### Clock routing, run 1

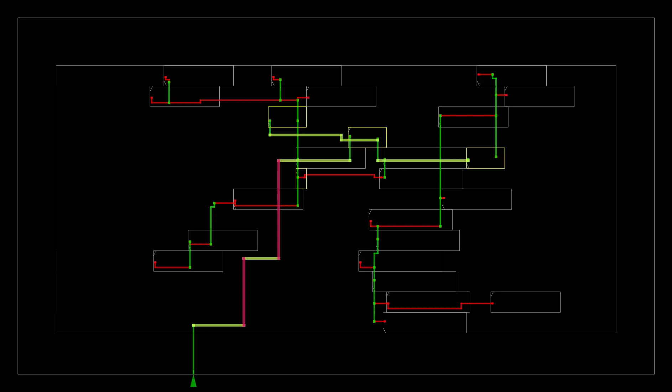
### Placement by cell class, run 1

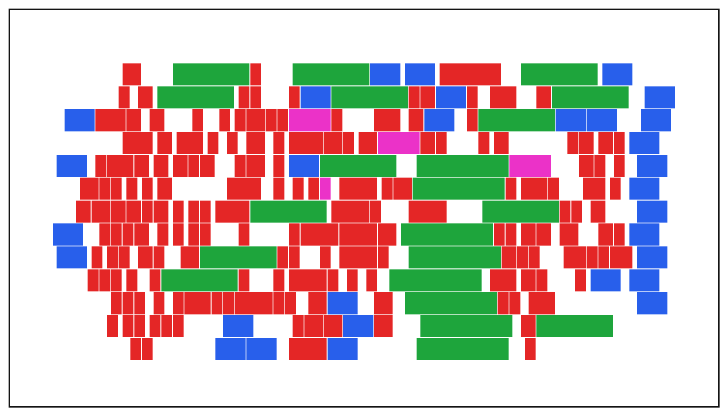
### Drive-strength map, run 1

Bar = 20 um.
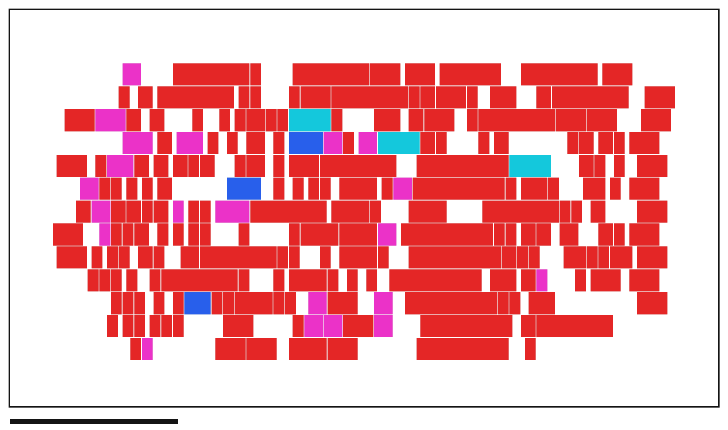
### Routed clock nets over the placement, run 1

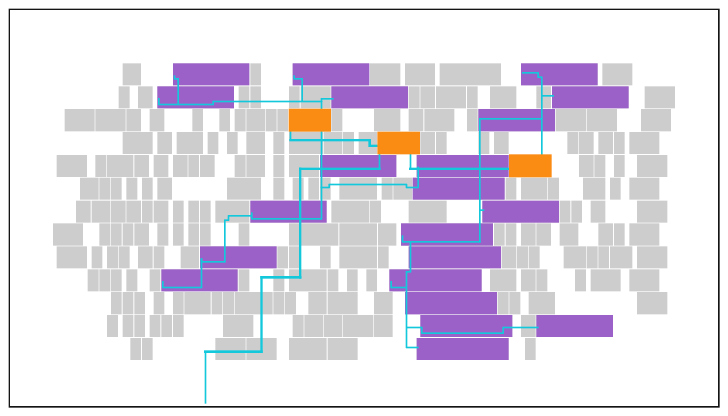
### src/rtl/tl_ul_arb_ctrl.sv
// -----------------------------------------------------------------------------
// tl_ul_arb_ctrl
//
// Four-master TL-UL A-channel arbiter with in-order D-channel response routing.
// The A payload mux and D payload fan-out live outside this block; this block
// only produces the select indices and the valid/ready handshakes.
//
// Arbitration is round-robin. Once a grant is offered to the slave and stalled,
// it is locked until the beat is accepted, so a stalled A beat never changes
// source. Every accepted A beat pushes its master index into a tracking FIFO;
// D beats are routed to the master at the FIFO head, in acceptance order.
//
// Ports
//   clk, rst_n            clock, asynchronous active-low reset
//   m_a_valid / m_a_ready per-master A handshake (bit i = master i)
//   a_sel                 granted master index (A payload mux select)
//   s_a_valid / s_a_ready A handshake towards the slave
//   s_d_valid / s_d_ready D handshake from the slave
//   m_d_valid / m_d_ready per-master D handshake
//   d_sel                 master index at FIFO head (D routing select)
//   outstanding           accepted A beats not yet answered on D
//   full                  outstanding == DEPTH, A side is blocked
//   err_unexp_d           one-cycle pulse: D valid seen with nothing outstanding
// -----------------------------------------------------------------------------
module tl_ul_arb_ctrl #(
   parameter int DEPTH = 4   // max outstanding A beats, power of two in 2..16
) (
   input  logic                     clk,
   input  logic                     rst_n,
   input  logic [3:0]               m_a_valid,
   output logic [3:0]               m_a_ready,
   output logic [1:0]               a_sel,
   output logic                     s_a_valid,
   input  logic                     s_a_ready,
   input  logic                     s_d_valid,
   output logic                     s_d_ready,
   output logic [3:0]               m_d_valid,
   input  logic [3:0]               m_d_ready,
   output logic [1:0]               d_sel,
   output logic [$clog2(DEPTH):0]   outstanding,
   output logic                     full,
   output logic                     err_unexp_d
);

   localparam int PW = $clog2(DEPTH);
   localparam int CW = PW + 1;
   localparam logic [CW-1:0] DEPTH_C = CW'(DEPTH);

   typedef enum logic {
      ST_ARB,
      ST_LOCK
   } state_e;

   state_e          state_q, state_d;
   logic [1:0]      rr_ptr_q, rr_ptr_d;
   logic [1:0]      lock_id_q, lock_id_d;
   logic [PW-1:0]   wr_ptr_q, rd_ptr_q;
   logic [CW-1:0]   cnt_q, cnt_d;
   logic            err_q;
   logic [1:0]      fifo_q [DEPTH];

   logic [1:0]      rr_sel;
   logic            a_fire;
   logic            d_fire;
   logic            nonempty;

   // --------------------------------------------------------------------------
   // Round-robin pick: first requesting master at or after rr_ptr, mod 4.
   // Scanning from the far end down lets the nearest requester win last.
   // With no requester the pick rests on rr_ptr.
   // --------------------------------------------------------------------------
   always_comb begin
      // NOTE: every signal assigned in always_comb gets a default first so no
      // path leaves it unassigned; otherwise synthesis infers a latch.
      rr_sel = rr_ptr_q;
      for (int k = 3; k >= 0; k--) begin
         if (m_a_valid[rr_ptr_q + 2'(k)]) begin
            rr_sel = rr_ptr_q + 2'(k);
         end
      end
   end

   assign a_sel     = (state_q == ST_LOCK) ? lock_id_q : rr_sel;
   assign full      = (cnt_q == DEPTH_C);
   // No full bypass: a D pop in the same cycle does not open the A side.
   assign s_a_valid = m_a_valid[a_sel] & ~full;
   assign a_fire    = s_a_valid & s_a_ready;
   assign m_a_ready = a_fire ? (4'b0001 << a_sel) : 4'b0000;

   // --------------------------------------------------------------------------
   // Grant FSM: ARB picks combinationally; a stalled offer locks the grant.
   // --------------------------------------------------------------------------
   always_comb begin
      state_d   = state_q;
      lock_id_d = lock_id_q;
      unique case (state_q)
         ST_ARB: begin
            if (s_a_valid && !s_a_ready) begin
               state_d   = ST_LOCK;
               lock_id_d = a_sel;
            end
         end
         ST_LOCK: begin
            // Release on acceptance. A master that illegally withdraws its
            // valid also releases the lock rather than starving the others.
            if (a_fire || !s_a_valid) begin
               state_d = ST_ARB;
            end
         end
         default: state_d = ST_ARB;
      endcase
   end

   assign rr_ptr_d = a_fire ? (a_sel + 2'd1) : rr_ptr_q;

   // --------------------------------------------------------------------------
   // D routing from the tracking FIFO head. An empty FIFO routes nowhere.
   // --------------------------------------------------------------------------
   assign nonempty  = (cnt_q != '0);
   assign d_sel     = nonempty ? fifo_q[rd_ptr_q] : 2'd0;
   assign m_d_valid = (nonempty && s_d_valid) ? (4'b0001 << d_sel) : 4'b0000;
   assign s_d_ready = nonempty & m_d_ready[d_sel];
   assign d_fire    = s_d_valid & s_d_ready;

   always_comb begin
      cnt_d = cnt_q;
      unique case ({a_fire, d_fire})
         2'b10:   cnt_d = cnt_q + CW'(1);
         2'b01:   cnt_d = cnt_q - CW'(1);
         default: cnt_d = cnt_q;
      endcase
   end

   assign outstanding = cnt_q;
   assign err_unexp_d = err_q;

   // --------------------------------------------------------------------------
   // Control state
   // --------------------------------------------------------------------------
   // NOTE: sequential state uses non-blocking assignments so every register
   // samples pre-edge values regardless of process evaluation order.
   always_ff @(posedge clk or negedge rst_n) begin
      if (!rst_n) begin
         state_q   <= ST_ARB;
         rr_ptr_q  <= 2'd0;
         lock_id_q <= 2'd0;
         wr_ptr_q  <= '0;
         rd_ptr_q  <= '0;
         cnt_q     <= '0;
         err_q     <= 1'b0;
      end else begin
         state_q   <= state_d;
         rr_ptr_q  <= rr_ptr_d;
         lock_id_q <= lock_id_d;
         cnt_q     <= cnt_d;
         err_q     <= s_d_valid & ~nonempty;
         if (a_fire) begin
            wr_ptr_q <= wr_ptr_q + PW'(1);
         end
         if (d_fire) begin
            rd_ptr_q <= rd_ptr_q + PW'(1);
         end
      end
   end

   // NOTE: the FIFO storage has no reset; an entry is only read while the
   // occupancy count covers it, so stale contents are never observed.
   always_ff @(posedge clk) begin
      if (a_fire) begin
         fifo_q[wr_ptr_q] <= a_sel;
      end
   end

endmodule

### config.mk
export PLATFORM = sky130hd
export DESIGN_NAME = tl_ul_arb_ctrl
export DESIGN_NICKNAME = d
export VERILOG_FILES = /design/src/rtl/tl_ul_arb_ctrl.sv
export SDC_FILE = /design/constraint.sdc
export NUM_CORES = 1
export LEC_CHECK = 0
export ABC_AREA = 1
export CORE_ASPECT_RATIO = 0.5
export CORE_MARGIN = 5
export CORE_UTILIZATION = 55
export DETAILED_ROUTE_END_ITERATION = 16
export HOLD_SLACK_MARGIN = 0.02
export PLACE_DENSITY_LB_ADDON = 0.25
export SYNTH_ARGS = -nofsm -noshare
export SYNTH_HDL_FRONTEND = slang
export SYNTH_SLANG_ARGS = --single-unit
### constraint.sdc
create_clock -name clk -period 5 [get_ports clk]
set_clock_uncertainty 0.1 [all_clocks]
set_input_delay 1 -clock clk [delete_from_list [all_inputs] [get_ports clk]]
set_output_delay 1 -clock clk [all_outputs]
set_load 0.02 [all_outputs]
==> results.txt, run 1 <==
combined area of all synthesized cells: 1510 sq um
Critical Path AT: 3.57 ns
drt pass-1 iters: 4
highest-delay cell along the critical path: clkdlybuf4s50_1
status: completed
Max-area cell share: 21.5%
Worst Max-Slew Pin Slew: 0.616 ns
setup_tns: 0 ns
MaxCap Viol Count: 0
Worst Setup SP: m_a_valid[1]
DRT iter0 DRCs: 51
Max Slew Vio Count: 0
count of library flops with an enable pin: 8
Tap Cells: 37
Gate Count Post-Synth: 199
CP max stage delay: 0.60 ns
Area-dominant class: combinational gates
comb area leader: simple AND/OR/NAND/NOR gates
CTS clk-pin slew, worst paths: 0.07 ns
ao+oa area frac: 4.88%
Synth Area per Inst: 7.61 sq um
DP Cell Count: 264
Worst Setup End Kind: output port
Clock Tree Buf Depth: 2
FMAX: 214 MHz
MUX area fraction: 0%
CTS Hold Bufs: 0
period utilisation layout: 93.4%
die width: 84.2 um
FF-to-FF path depth: 18
Worst setup SP type: input pin
Synth area leader: dfrtp_1
drt drc: 0
slew margin rel.: 58.8%
share of cells above drive strength 1: 11.7%
Via density: 4.95
post-cts sizing count: 0
Inverters: 35
H-Tree Depth: 1
largest net degree at the start of global routing: 14
Port-buffer cells: 30
DIE HEIGHT: 47.1 um
YS warnings: 0
WL/cell: 11.3 um
Basic Gates by Area: 36.3%
## Picture notes: 'Clock routing'
CLK BUF: 4
TritonCTS Buffers: 3
clk sinks: 21
Flop Count: 21

## Picture notes: 'Placement by cell class'
[all other logic] red | cells: 176 | share of their area: 50%
[flops] green | cells: 21 | share of their area: 31%
[other buffers and delay cells] blue | cells: 30 | share of their area: 16%
[clock drivers and dummy loads] magenta | cells: 4 | share of their area: 2.5%
Row Count: 13
Seq area share: 30.1%

## Picture notes: 'Drive-strength map'
[drive 2] magenta | cells: 21 | share: 9.1% | most used: nor2_2
[drive 1 or less] red | cells: 204 | share: 88% | most used: nand2_1
[drive 3 to 4] blue | cells: 3 | share: 1.3%
[drive 6 and up] cyan | cells: 3 | share: 1.3% | most used: clkbuf_8
nonclk buf count: 30
design area: 1880 sq um
Setup WS post-layout: 0.332 ns

## Picture notes: 'Routed clock nets over the placement'
[flip-flops] purple | count: 21
[cells driving clock nets] orange | count: 3
[clock wires] cyan | length: 252 um
routed clock nets: 4
Worst-Skew Late Latency: 0.26 ns

==> run 1: flip-flops by register name (all words and copies together), names as in the netlist <==
register     flops
state_q          1
rr_ptr_q         2
rd_ptr_q         2
lock_id_q        2
fifo_q           8
outstanding      3
wr_ptr_q         2
err_unexp_d      1
==> run 1: per-layer routing <==
| metal | part of all wire (%) | GRT usage (%) | routed length, um |
|---|---|---|---|
| met1 | 44 | 19.2 | 1340 |
| met2 | 48 | 32.1 | 1470 |
| met3 | 6.7 | 3.85 | 202 |
| met4 | 0.69 | 4.81 | 21 |
| met5 | 0 | 0 | 0 |
==> run 2, diff against run 1 <==
--- a/config.mk
+++ b/config.mk
@@ -10,6 +10,7 @@
 export CORE_MARGIN = 5
 export CORE_UTILIZATION = 55
 export DETAILED_ROUTE_END_ITERATION = 16
+export GPL_ROUTABILITY_DRIVEN = 0
 export HOLD_SLACK_MARGIN = 0.02
 export PLACE_DENSITY_LB_ADDON = 0.25
 export SYNTH_ARGS = -nofsm -noshare
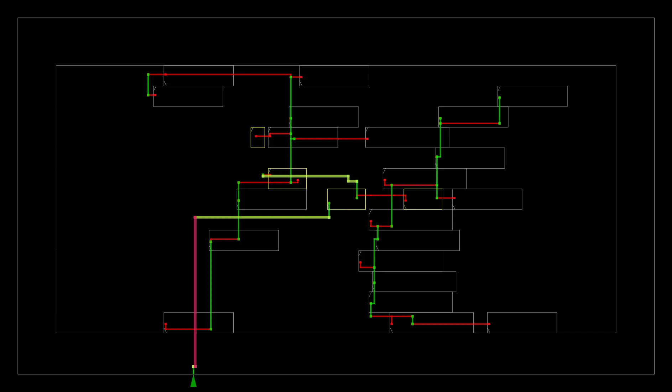
*Clock routing, run 2*
CLK BUF: 3
Worst-Skew Late Latency: 0.25 ns

==> results.txt, run 2 <==
slew margin rel.: 57.0% (-1.8 points)
Port-buffer cells: 30 (unchanged)
FF-to-FF path depth: 18 (unchanged)
DIE HEIGHT: 47.1 um (unchanged)
Clock Tree Buf Depth: 2 (unchanged)
H-Tree Depth: 1 (unchanged)
Via density: 5.01 (+1.3%)
WL/cell: 11.5 um (+1.5%)
routed wl met3: 162 um (-20%)
max reg flops: 8 (unchanged)
Critical Path AT: 3.58 ns (about the same)
FMAX: 214 MHz (-0.33%)
comb area leader: simple AND/OR/NAND/NOR gates
clk sinks: 21 (unchanged)
CP max stage delay: 0.61 ns (about the same)
wl on met1: 1.43 mm (+6.6%)
share of cells above drive strength 1: 12.1% (+0.43 points)
YS warnings: 0 (unchanged)
global routing usage on met2: 31.5% (-0.63 points)
status: completed
Synth Area per Inst: 7.61 sq um (unchanged)
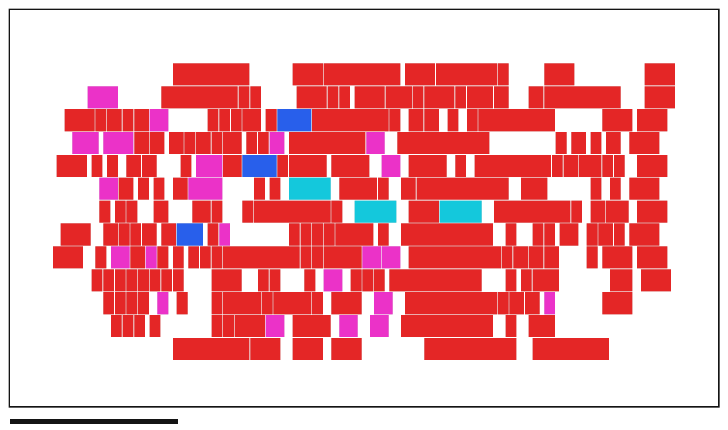
*Drive-strength map, run 2*
Bar = 20 um.
[drive 2] magenta | cells: 22 | share: 9.5% | most used: nor2_2
[drive 1 or less] red | cells: 203 | share: 88% | most used: nand2_1
[drive 3 to 4] blue | cells: 3 | share: 1.3%
[drive 6 and up] cyan | cells: 3 | share: 1.3% | most used: clkbuf_8
design area: 1880 sq um
Syn-to-layout area delta: 24.2%
Setup WS post-layout: 0.317 ns

==> run 2: worst register-to-register path, stage by stage (launching register included) <==
cell	delay, ns
dfrtp_1	0.56
inv_1	0.22
nand2_1	0.11
nand2_1	0.09
nand2_1	0.08
nand2_1	0.07
nor2_1	0.10
nand2_1	0.07
a21boi_2	0.32
nand3_1	0.15
nand2_1	0.12
nor2_4	0.06
nand2_4	0.17
ha_1	0.18
inv_1	0.07
fa_1	0.39
a21oi_1	0.16
o21ai_0	0.12
xor2_1	0.16
==> run 2: cell type report <==
class / instances / area share, %
multi-input cells: 141 / 42.0
repair buffers: 30 / 16.0
inverters: 35 / 6.99
flip-flops and latches: 21 / 30.1
well taps: 37 / 2.46
clock inverters: 1 / 0.266
clock buffers: 3 / 2.20
